==> config.mk <==
export PLATFORM = sky130hd
export DESIGN_NAME = acc_cpu_sequencer
export DESIGN_NICKNAME = d
export VERILOG_FILES = /design/src/rtl/acc_cpu_sequencer.sv
export SDC_FILE = /design/constraint.sdc
export NUM_CORES = 1
export LEC_CHECK = 0
export CORE_MARGIN = 5
export CORE_UTILIZATION = 40
export CTS_BUF_LIST = sky130_fd_sc_hd__clkbuf_8
export DETAILED_ROUTE_END_ITERATION = 16
export DONT_BUFFER_PORTS = 1
export SETUP_SLACK_MARGIN = 0.1
export SLEW_MARGIN = 10
export SYNTH_ARGS = -nofsm -noshare
export SYNTH_HDL_FRONTEND = slang
export SYNTH_SLANG_ARGS = --single-unit
==> constraint.sdc <==
create_clock -name clk -period 2.7 [get_ports clk]
set_input_delay 0.54 -clock clk [delete_from_list [all_inputs] [get_ports clk]]
set_output_delay 0.54 -clock clk [all_outputs]
set_load 0.01 [all_outputs]
**Run 1: logic cells by family**

(4 px per um)
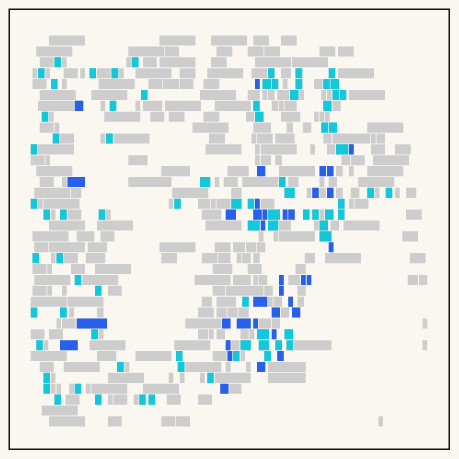
Blue marks nor cells, cells 36, most used nor2_1. Cyan marks aoi and oai cells, cells 79, most used o21ai_0, where widely spread.
post-route insts no fill: 529
Comb/total area: 46.7%
most numerous logic cell after layout: nand2_1

**Run 1: I/O nets highlighted**

(3 px per um)
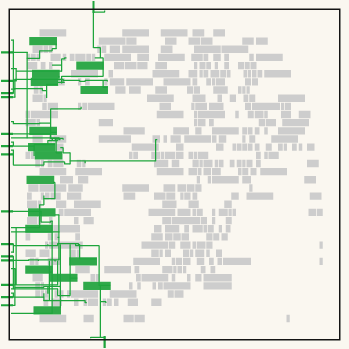
Green marks `alu_a`, bits 16, direction output, edge 14 left, 1 bottom, 1 top, end cells 16, buffers 1, wire 813 um.
Port Buffer Count: 0
# IOs: 153

**Run 1: the clock network**

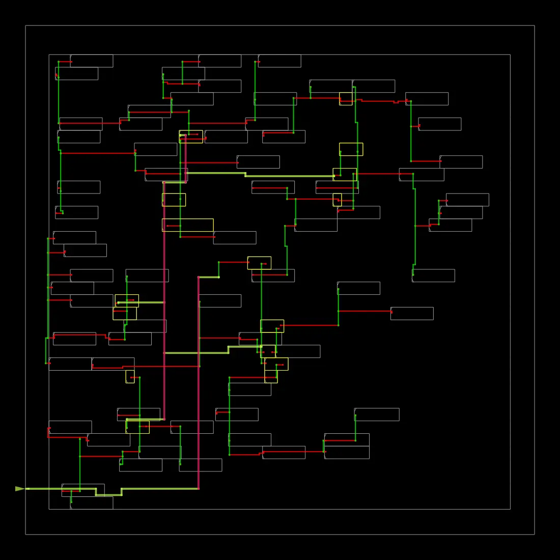
flip-flops: 68
Clock Sinks: 68

**Run 1: sequential cells coloured by netlist name**

(3 px per um)
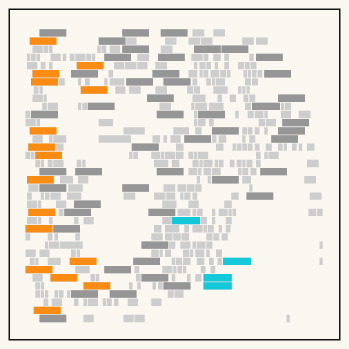
Cyan marks `state`, placed flops 4. Orange marks `ac`, placed flops 16.
register area: 0.00171 mm^2
Flop+latch power: 2640 uW
Seq/total area: 41.5%
utilization after layout: 42.3%

==> impl_metrics.py, run 1 <==
# Synthesis and PnR figures
metrics = {
    "final_timing": {
        "timing.final.max_slew_violations": 0,
        "hold_viol": 0,
        "fmax_ghz": 0.416,
        "rsz0062_at_grt": "no",
        "finalWorstPathRequiredPeriod_ns": 2.41,
        "hold_slack_ns": 0.136,
        "slew_headroom_pct": 51.3,
    },
    "clocking": {
        "post_cts_resized": 0,
        "root_buffer": "clkbuf_8",
        "tritoncts": "yes",
        "clock_latency_ns": 0.34,
        "postCtsHoldBufs": 0,
    },
    "detailed_routing": {
        "drtAntennaViolNets": 0,
        "post_drt_wl_per_cell_um": 20.1,
    },
    "placed_design": {
        "hpwl_um": 7800,
        "dpl-instance-area_mm2": 0.00391,
    },
    "cells_and_area": {
        "antenna_cells": 0,
    },
    "pwr": {
        "peakVddDrop_v": 0.000594,
        "power_clock_uw": 863,
        "power_frac_comb_pct": 35.3,
        "swShare_pct": 48.4,
        "p_clk_share_pct": 16.0,
    },
    "setup_path": {
        "path_delay_family": "flip-flops",
        "worst-path-buf-inv": 1,
        "r2r_cells": 5,
        "critPathKind": "reg2out",
        "crit_arrival_ns": 1.87,
    },
    "global_route": {
        "grt-ovfl-total": 0,
        "grt_pass1_wl_um": 16900,
        "track_usage_pct": 18.6,
    },
    "synth": {
        "netlist_area_mm2": 0.00397,
        "edf_count": 0,
        "synth.ff_latch_count": 68,
        "syn_avg_cell_area_um2": 9.43,
        "top_area_share_pct": 42.2,
    },
    "status": {
        "status": "finished, final reports clean",
    },
    "floorplan": {
        "dieArea_mm2": 0.0120,
        "fp_util_pct": 40.8,
        "fp.dieH_um": 110,
    },
    "hold_path": {
        "hold_path.class": "in2async",
    },
}
run 1: cell type report:
cell class / instances / area (um^2)
fill: 973 / 5610
inverter: 5 / 18.8
sequential: 68 / 1710
multi-input combinational: 295 / 1920
clock buffer: 10 / 138
tap: 133 / 166
timing repair buffer: 12 / 103
clock inverter: 6 / 63.8
run 1: metal layers:
layer  wire [um]  track usage [%]
met4         157             5.88
met3         905             6.64
met5           0                0
met2        4870             28.1
met1        4710             25.0
run 1: cell usage after synthesis, types with 4 or more instances:
library cell and count:
and3_1 6, nor3_1 8, dfrtp_1 67, clkbuf_1 13
mux2i_1 39, nor2_1 18, a21oi_1 11, buf_2 6
inv_1 5, nand2b_1 8, nand3_1 8, nand2_1 66
a31oi_1 8, nand4_1 4, mux2_2 23, o21ai_0 48
buf_4 36
==> run 2, diff against run 1 <==
--- a/config.mk
+++ b/config.mk
@@ -7,9 +7,10 @@
 export LEC_CHECK = 0
 export CORE_MARGIN = 5
 export CORE_UTILIZATION = 40
-export CTS_BUF_LIST = sky130_fd_sc_hd__clkbuf_8
+export CTS_BUF_LIST = sky130_fd_sc_hd__clkbuf_4 sky130_fd_sc_hd__clkbuf_8 sky130_fd_sc_hd__clkbuf_16
 export DETAILED_ROUTE_END_ITERATION = 16
 export DONT_BUFFER_PORTS = 1
+export MAX_ROUTING_LAYER = met4
 export SETUP_SLACK_MARGIN = 0.1
 export SLEW_MARGIN = 10
 export SYNTH_ARGS = -nofsm -noshare
**Run 2: the clock network**

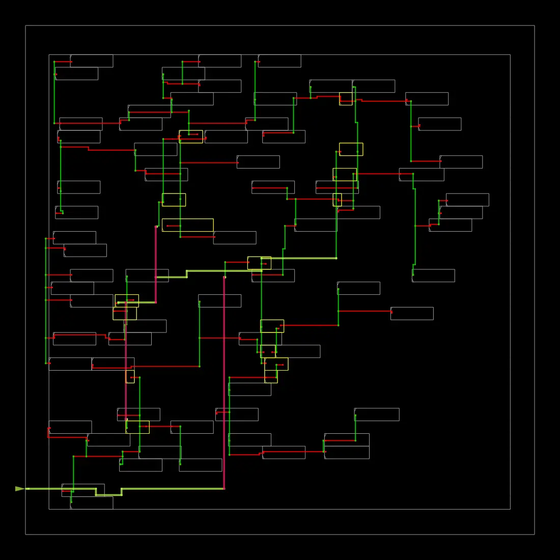
Skew-Pair Late Insertion Delay: 0.34 ns
clk pwr: 858 uW
total CTS buffers: 9

==> run 2 against run 1 <==
Critical path depth stayed put; critical endpoint unchanged; register-to-register slack hardly changed; non-clock buffer count unchanged; sequential share of layout area unchanged; die area unchanged; routed wire length about the same; synthesized cell count is the same; maximum frequency is 0.25% higher; flip-flop count stayed put; total power hardly changed; clock skew barely moved.
==> impl_metrics.py, run 2 <==
# Synthesis and PnR figures
metrics = {
    "final_timing": {
        "timing.final.max_slew_violations": 0,
        "fmax_ghz": 0.417,
        "hold_slack_ns": 0.140,
        "hold_viol": 0,
        "rsz0062_at_grt": "no",
    },
    "synth": {
        "edf_count": 0,
        "top_cell": "dfrtp_1",
        "netlist_area_mm2": 0.00397,
    },
    "floorplan": {
        "fp.dieH_um": 110,
        "dieArea_mm2": 0.0120,
    },
    "placed_design": {
        "io_buffers": 0,
        "dpl-instance-area_mm2": 0.00391,
        "hpwl_um": 7800,
    },
    "detailed_routing": {
        "drtAntennaViolNets": 0,
    },
    "clocking": {
        "root_buffer": "clkbuf_8",
        "clock-sinks": 68,
        "tritoncts": "yes",
    },
    "pwr": {
        "swShare_pct": 48.4,
        "p_clk_share_pct": 15.9,
        "powerSeq_uw": 2630,
        "peakVddDrop_v": 0.000592,
    },
    "cells_and_area": {
        "combGateArea_mm2": 0.00192,
        "final_core_util_pct": 42.3,
        "stdcell_count": 529,
        "fillerInstances": 973,
    },
    "global_route": {
        "grt-ovfl-total": 0,
        "track_usage_pct": 19.1,
        "grt_pass1_wl_um": 16900,
    },
    "status": {
        "status": "finished, final reports clean",
    },
    "setup_path": {
        "crit_arrival_ns": 1.86,
    },
    "hold_path": {
        "hold_path.class": "in2async",
    },
}
[run 2: worst register-to-register path, delay by kind of cell (launching register included)]
family / cells / cell delay (ns)
and+or+nand+nor: 3 / 1.24
AOI/OAI and AO/OA: 1 / 0.15
muxes: 1 / 0.40
DFF: 1 / 0.49
[run 2: layer usage]
layer | GRT usage, % | part of all wire, %
met4 | 6.23 | 1.5
met2 | 28.1 | 46
met1 | 24.9 | 44
met5 | - | 0
met3 | 6.34 | 9.0
[run 2: what timing repair did]
item	in CTS	in global routing
setup buffers	0	0
setup endpoints to repair	0	12
resized	0	5
[run 2: final cells by class]
type | count | share of cell area [%]
clock buffer | 10 | 3.34
clock inverter | 6 | 1.55
inverter | 5 | 0.456
multi-input combinational | 295 | 46.7
sequential | 68 | 41.5
tap | 133 | 4.04
timing repair buffer | 12 | 2.49
Power and IR drop assume default switching activity.
